$ cat config.mk
export PLATFORM = sky130hd
export DESIGN_NAME = decision_making_n_flat
export DESIGN_NICKNAME = d
export VERILOG_FILES = /design/src/rtl/decision_making_n_pkg.sv /design/src/rtl/decision_making_n_if.sv /design/src/rtl/decision_making_n_mac.sv /design/src/rtl/decision_making_n.sv /design/src/flat_wrapper.sv
export SDC_FILE = /design/constraint.sdc
export NUM_CORES = 2
export LEC_CHECK = 0
export ABC_AREA = 1
export CAP_MARGIN = 20
export CORE_UTILIZATION = 50
export CTS_BUF_LIST = sky130_fd_sc_hd__clkbuf_16
export CTS_CLUSTER_DIAMETER = 200
export DETAILED_ROUTE_END_ITERATION = 8
export PLACE_DENSITY = 0.66
export REMOVE_ABC_BUFFERS = 1
export SLEW_MARGIN = 25
export SYNTH_ARGS = -nofsm -noshare
export SYNTH_HDL_FRONTEND = slang
export SYNTH_SLANG_ARGS = --single-unit
$ cat constraint.sdc
create_clock -name clk -period 30.2 [get_ports clk]
set_clock_uncertainty 0.15 [all_clocks]
set_input_delay 6.04 -clock clk [delete_from_list [all_inputs] [get_ports clk]]
set_output_delay 6.04 -clock clk [all_outputs]
set_load 0.01 [all_outputs]
$ cat src/rtl/decision_making_n_pkg.sv
// decision_pkg: shared FSM state type and sizing helpers for decision_making_n.
//   state_t : IDLE, MAC, CMP, DONE
//   acc_w   : accumulator width, 2*width + clog2(n_feat+1)
//   addr_w  : weight/bias table address width
//   lat     : start-to-done latency in clock edges
package decision_pkg;
    typedef enum logic [1:0] {IDLE, MAC, CMP, DONE} state_t;

    function automatic int acc_w(input int width, input int n_feat);
        return 2 * width + $clog2(n_feat + 1);
    endfunction

    function automatic int addr_w(input int n_class, input int n_feat);
        return $clog2(n_class * (n_feat + 1));
    endfunction

    function automatic int lat(input int n_class, input int n_feat);
        return n_class * (n_feat + 1) + 1;
    endfunction
endpackage

$ cat src/rtl/decision_making_n_if.sv
// decision_making_n_if: start/feature, table-write and result signals of the classifier.
//   master : drives start_i, feat_i, w_we_i, w_addr_i, w_data_i
//   slave  : drives busy_o, done_o, class_o, onehot_o (and score_o with DECISION_SCORE_OUT_EN)
interface decision_making_n_if #(
    parameter int WIDTH   = 32,
    parameter int N_FEAT  = 4,
    parameter int N_CLASS = 3
) ();
    import decision_pkg::*;
    logic                                        start_i;
    logic [N_FEAT*WIDTH-1:0]                     feat_i;
    logic                                        w_we_i;
    logic [addr_w(N_CLASS, N_FEAT)-1:0]          w_addr_i;
    logic [WIDTH-1:0]                            w_data_i;
    logic                                        busy_o;
    logic                                        done_o;
    logic [$clog2(N_CLASS)-1:0]                  class_o;
    logic [N_CLASS-1:0]                          onehot_o;
`ifdef DECISION_SCORE_OUT_EN
    logic signed [acc_w(WIDTH, N_FEAT)-1:0]      score_o;
    modport master (output start_i, feat_i, w_we_i, w_addr_i, w_data_i,
                    input busy_o, done_o, class_o, onehot_o, score_o);
    modport slave  (input start_i, feat_i, w_we_i, w_addr_i, w_data_i,
                    output busy_o, done_o, class_o, onehot_o, score_o);
`else
    modport master (output start_i, feat_i, w_we_i, w_addr_i, w_data_i,
                    input busy_o, done_o, class_o, onehot_o);
    modport slave  (input start_i, feat_i, w_we_i, w_addr_i, w_data_i,
                    output busy_o, done_o, class_o, onehot_o);
`endif
endinterface

$ cat src/rtl/decision_making_n_mac.sv
// decision_mac: signed multiply, arithmetic right shift by SHIFT, accumulate.
//   clk, rst : clock, async active-high reset
//   clr      : zero the accumulator (wins over en)
//   en       : add (a*b)>>>SHIFT into acc
//   a, b     : signed operands; acc : signed running sum
module decision_mac #(
    parameter int WIDTH = 32,
    parameter int SHIFT = 4,
    parameter int AW    = 67
) (
    input  logic                    clk,
    input  logic                    rst,
    input  logic                    clr,
    input  logic                    en,
    input  logic signed [WIDTH-1:0] a,
    input  logic signed [WIDTH-1:0] b,
    output logic signed [AW-1:0]    acc
);
    logic signed [2*WIDTH-1:0] prod;
    logic signed [2*WIDTH-1:0] prod_sh;
    assign prod    = a * b;
    assign prod_sh = prod >>> SHIFT;

    always_ff @(posedge clk or posedge rst)
        if (rst)
            acc <= '0;
        else if (clr)
            acc <= '0;
        else if (en)
            acc <= acc + AW'(prod_sh);
endmodule

$ cat src/rtl/decision_making_n.sv
// decision_making_n: linear classifier with runtime weight/bias table and argmax output.
//   clk, rst : clock, async active-high reset
//   bus      : decision_making_n_if.slave (start/features, table writes, busy/done/class/onehot)
//   Optional macro DECISION_SCORE_OUT_EN adds bus.score_o, the winning score.
module decision_making_n #(
    parameter int WIDTH   = 32,
    parameter int SHIFT   = 4,
    parameter int N_FEAT  = 4,
    parameter int N_CLASS = 3
) (
    input logic                clk,
    input logic                rst,
    decision_making_n_if.slave bus
);
    import decision_pkg::*;
    localparam int AW    = acc_w(WIDTH, N_FEAT);
    localparam int ADW   = addr_w(N_CLASS, N_FEAT);
    localparam int CW    = $clog2(N_CLASS);
    localparam int JW    = $clog2(N_FEAT + 1);
    localparam int DEPTH = N_CLASS * (N_FEAT + 1);

    state_t                  state, nxt;
    logic [CW-1:0]           k, idx;
    logic [JW-1:0]           j;
    logic [N_FEAT*WIDTH-1:0] feat_q;
    logic signed [WIDTH-1:0] tbl [DEPTH];
    logic signed [AW-1:0]    acc, best, score;
    logic [ADW-1:0]          w_addr, b_addr;
    logic                    last_j, last_k, take;

    assign last_j = j == JW'(N_FEAT - 1);
    assign last_k = k == CW'(N_CLASS - 1);
    assign w_addr = ADW'(k * (N_FEAT + 1) + j);
    assign b_addr = ADW'(k * (N_FEAT + 1) + N_FEAT);
    assign score  = acc + AW'(tbl[b_addr]);
    assign take   = state == IDLE && bus.start_i;
    assign bus.busy_o = state != IDLE;

    // acc is cleared on start and between classes so each class sums from zero
    decision_mac #(.WIDTH(WIDTH), .SHIFT(SHIFT), .AW(AW)) u_mac (
        .clk(clk),
        .rst(rst),
        .clr(take || (state == CMP && !last_k)),
        .en(state == MAC),
        .a(tbl[w_addr]),
        .b($signed(feat_q[j*WIDTH +: WIDTH])),
        .acc(acc)
    );

    always_ff @(posedge clk or posedge rst)
        if (rst)
            state <= IDLE;
        else
            state <= nxt;

    always_comb begin
        nxt = state;
        case (state)
            IDLE:    nxt = bus.start_i ? MAC : IDLE;
            MAC:     nxt = last_j ? CMP : MAC;
            CMP:     nxt = last_k ? DONE : MAC;
            default: nxt = IDLE;
        endcase
    end

    always_ff @(posedge clk or posedge rst)
        if (rst) begin
            k            <= '0;
            j            <= '0;
            idx          <= '0;
            best         <= '0;
            feat_q       <= '0;
            bus.done_o   <= 1'b0;
            bus.class_o  <= '0;
            bus.onehot_o <= '0;
`ifdef DECISION_SCORE_OUT_EN
            bus.score_o  <= '0;
`endif
            for (int i = 0; i < DEPTH; i++)
                tbl[i] <= '0;
        end else begin
            bus.done_o <= state == DONE;
            if (take) begin
                feat_q <= bus.feat_i;
                k      <= '0;
                j      <= '0;
            end
            if (state == MAC)
                j <= last_j ? '0 : j + 1'b1;
            // strict > keeps the lowest index on ties
            if (state == CMP) begin
                if (k == '0 || score > best) begin
                    best <= score;
                    idx  <= k;
                end
                if (!last_k)
                    k <= k + 1'b1;
            end
            if (state == DONE) begin
                bus.class_o  <= idx;
                bus.onehot_o <= N_CLASS'(1) << idx;
`ifdef DECISION_SCORE_OUT_EN
                bus.score_o  <= best;
`endif
            end
            // table only changes while idle; out-of-range addresses are dropped
            if (bus.w_we_i && state == IDLE && 32'(bus.w_addr_i) < DEPTH)
                tbl[bus.w_addr_i] <= bus.w_data_i;
        end
endmodule
$ cat src/flat_wrapper.sv
// flat-port wrapper written by rule: the top's interface ports become plain ports
module decision_making_n_flat import decision_pkg::*;
#(
    parameter int WIDTH   = 32,
    parameter int SHIFT   = 4,
    parameter int N_FEAT  = 4,
    parameter int N_CLASS = 3
)
  (clk, rst, bus_start_i, bus_feat_i, bus_w_we_i, bus_w_addr_i, bus_w_data_i, bus_busy_o, bus_done_o, bus_class_o, bus_onehot_o);
  decision_making_n_if #(.WIDTH(WIDTH), .N_FEAT(N_FEAT), .N_CLASS(N_CLASS)) bus_i ();
  input logic clk;
  input logic rst;
  input wire logic [$bits(bus_i.start_i)-1:0] bus_start_i;
  input wire logic [$bits(bus_i.feat_i)-1:0] bus_feat_i;
  input wire logic [$bits(bus_i.w_we_i)-1:0] bus_w_we_i;
  input wire logic [$bits(bus_i.w_addr_i)-1:0] bus_w_addr_i;
  input wire logic [$bits(bus_i.w_data_i)-1:0] bus_w_data_i;
  output wire logic [$bits(bus_i.busy_o)-1:0] bus_busy_o;
  output wire logic [$bits(bus_i.done_o)-1:0] bus_done_o;
  output wire logic [$bits(bus_i.class_o)-1:0] bus_class_o;
  output wire logic [$bits(bus_i.onehot_o)-1:0] bus_onehot_o;
  assign bus_i.start_i = bus_start_i;
  assign bus_i.feat_i = bus_feat_i;
  assign bus_i.w_we_i = bus_w_we_i;
  assign bus_i.w_addr_i = bus_w_addr_i;
  assign bus_i.w_data_i = bus_w_data_i;
  assign bus_busy_o = bus_i.busy_o;
  assign bus_done_o = bus_i.done_o;
  assign bus_class_o = bus_i.class_o;
  assign bus_onehot_o = bus_i.onehot_o;
  decision_making_n #(.WIDTH(WIDTH), .SHIFT(SHIFT), .N_FEAT(N_FEAT), .N_CLASS(N_CLASS)) u_core (.clk(clk), .rst(rst), .bus(bus_i));
endmodule
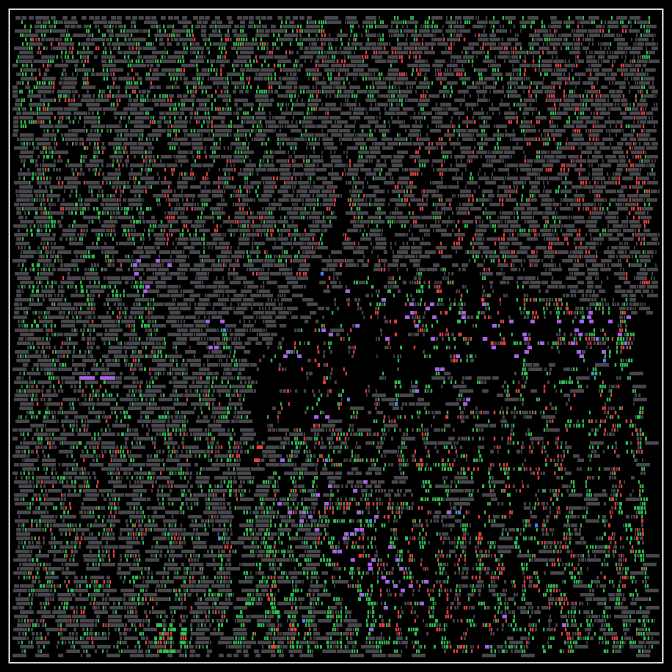
gates.png
Key: green = nand cells [cells 3,127, most used nand2_1, where widely spread]; blue = and/or cells [cells 14, most used and3_1]; red = nor cells [cells 1,283, most used nor2_1, where widely spread]; purple = xor and xnor cells [cells 108, most used xor2_1]
multi-input combinational area share: 0.623
final standard cell count with taps included and fillers excluded: 13,000

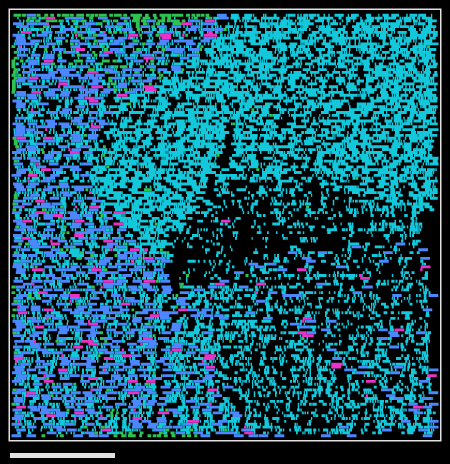
class_map.png
Scale bar: 100 um.
Key: cyan = remaining logic cells [cells 9,566]; magenta = clock drivers and dummy loads [cells 157]; blue = registers [cells 757]; green = remaining buffers and delay cells [cells 299]
Util after Layout: 0.545
sequential cell area share: 0.213

==> run notes <==
* YS chip area: 0.0828 sq mm
* run status: finished clean
* area leader, netlist: sky130_fd_sc_hd__fa_1
* Least-Margin Pin Slew: 1.26 ns
* capturing point of the worst reg2reg path: u_core.u_mac.acc[66]
* number of rows in the core area: 148
* cells resized by post-CTS repair: 0
* count of TritonRoute iterations in the first routing pass: 8
* period utilization: 0.525
* type of element capturing the critical path: register
* proportion of layout cells with a drive suffix above 1: 0.0322
* number of setup violations in the final report: 0
* top cell family by delay on the critical path: adder cells
* flip-flop and latch count: 757
* Seq share, synth: 0.229
* diodes inserted: 12
* H-tree depth: 3
* crit start category: register
* EDFF count, synth: 0
* clock tree from TritonCTS: yes
* number of instances in the placed design: 12,800
* area growth from synthesis to final layout: 7.60%
* R2R cell count: 41
* final critical delay including setup and external delays: 15.84 ns
* Primary FF master, synth: sky130_fd_sc_hd__dfrtp_1
* most common cell after layout, fill and taps aside: sky130_fd_sc_hd__nand2_1
* peak clock frequency supported by timing: 0.0631 GHz
* number of warnings printed during yosys synthesis: 0
* area occupied by registers: 0.0190 sq mm
* CP max-delay cell: sky130_fd_sc_hd__nor4_1
* register-to-register setup slack: 14.36 ns
* worst setup slack after placement: 14.58 ns
* worst path bufs/invs: 6
* crit path to: u_core.u_mac.acc[66]
* post-route ant nets: 0
* count of input and output buffers: 174
* DRT Wirelength: 327,000 um
* hold violation count in the final report: 0
* vias per cell: 5.86
* unrepaired setup endpoints after global routing: false
* arrival time at the worst endpoint: 16.39 ns
* fa+ha+maj area frac: 0.321
* drt wl/cell: 25.2 um
* Combinational Gates: 7,860
* TritonCTS Buffers: 87
* Yosys Instances: 10,800
* final max-slew violation count: 0
* Core Footprint: 0.164 sq mm
* Floorplan Utilization: 0.506
* critical path's most frequent cell: sky130_fd_sc_hd__nand2_1
* vias after detailed routing: 75,900
* Signal buf overhead: 0.0305
* count of nets after finishing: 12,400
* largest class: combinational gates
* overall chip area: 0.167 sq mm
* DRC marker count from the first detailed-route iteration: 8,622
* fraction of the mapped netlist area in compound gates: 0.123
* most instantiated library cell after synthesis: sky130_fd_sc_hd__nand2_1
* tap cells: 2,175
* fraction of registers with async set/reset: 1.00
* GRT Residual Overflow: 0
* setup TNS: 0 ns
* GPL Wtd Cong: 1.05
* relative max-transition margin: 0.154
* maximum clock path buffer count: 3
* library cell used as clock root buffer: sky130_fd_sc_hd__clkbuf_16
* Die Wd: 409 um
* worst reg2reg path startpoint: u_core.k[1]
* Multi-input gate area: 0.0555 sq mm
* first-pass GRT wire length: 484,000 um
* Post-Synthesis Cell Area: 0.0828 sq mm
* synthesized area per cell: 7.63 sq um
* global routing usage summed across all routing layers: 0.390
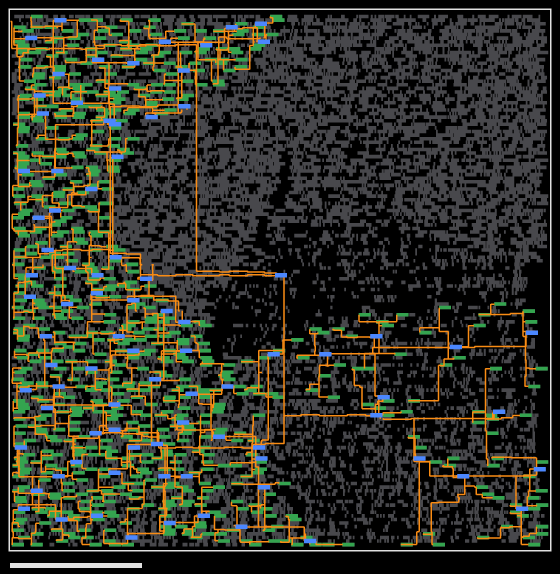
clock_wires.png
Scale bar: 100 um.
Key: orange = clock wires [length 11,300 um]; green = flip-flops [count 757]; blue = clock-net drivers [count 87]
There are 88 routed clock nets.
worst-skew pair later-pin latency: 0.76 ns

-- how the worst min path moves through the flow --
stage	end	slack [ns]	startpoint	cells after the start
floorplan	u_core.feat_q[100]	0.29	u_core.feat_q[100]	2
global placement	u_core.feat_q[39]	0.30	u_core.feat_q[39]	2
detailed placement	u_core.feat_q[47]	0.30	u_core.feat_q[47]	2
CTS	u_core.feat_q[47]	0.32	u_core.feat_q[47]	2
global route	u_core.feat_q[39]	0.33	u_core.feat_q[39]	2
finish	u_core.feat_q[39]	0.32	u_core.feat_q[39]	2
-- layer usage --
layer | vias up | wire length [um] | global-route usage
li1 | 33600 | - | -
met1 | 37800 | 137000 | 0.548
met2 | 3859 | 143000 | 0.585
met3 | 745 | 32200 | 0.0846
met4 | 10 | 14400 | 0.157
met5 | - | 69 | 0
-- stage by stage --
stage	area, sq um	hold WS, ns	utilization
2_1_floorplan	80600	0.287	-
3_3_place_gp	86200	0.298	0.527
3_5_place_dp	86300	0.303	0.528
4_1_cts	89000	0.318	0.544
5_1_grt	89000	0.327	0.545
6_report	89100	0.315	0.545
-- registers in the layout (all words and copies together), names as in the netlist --
| signal | cells |
|---|---|
| u_core.tbl | 480 |
| u_core.feat_q | 128 |
| u_core.best | 67 |
| u_core.u_mac.acc | 67 |
| u_core.bus.onehot_o | 3 |
| u_core.j | 3 |
| u_core.bus.class_o | 2 |
| u_core.idx | 2 |
| u_core.k | 2 |
| u_core.state | 2 |
| u_core.bus.done_o | 1 |
-- cells by family (layout without fill, tap and decap cells) --
logic type | Yosys count | after routing
simple gates | 4424 | 4424
buf+inv | 2230 | 2162
compound gates | 1855 | 1855
fa+ha+maj | 1473 | 1473
flops | 757 | 757
xor+xnor | 108 | 108
other cells | 0 | 12
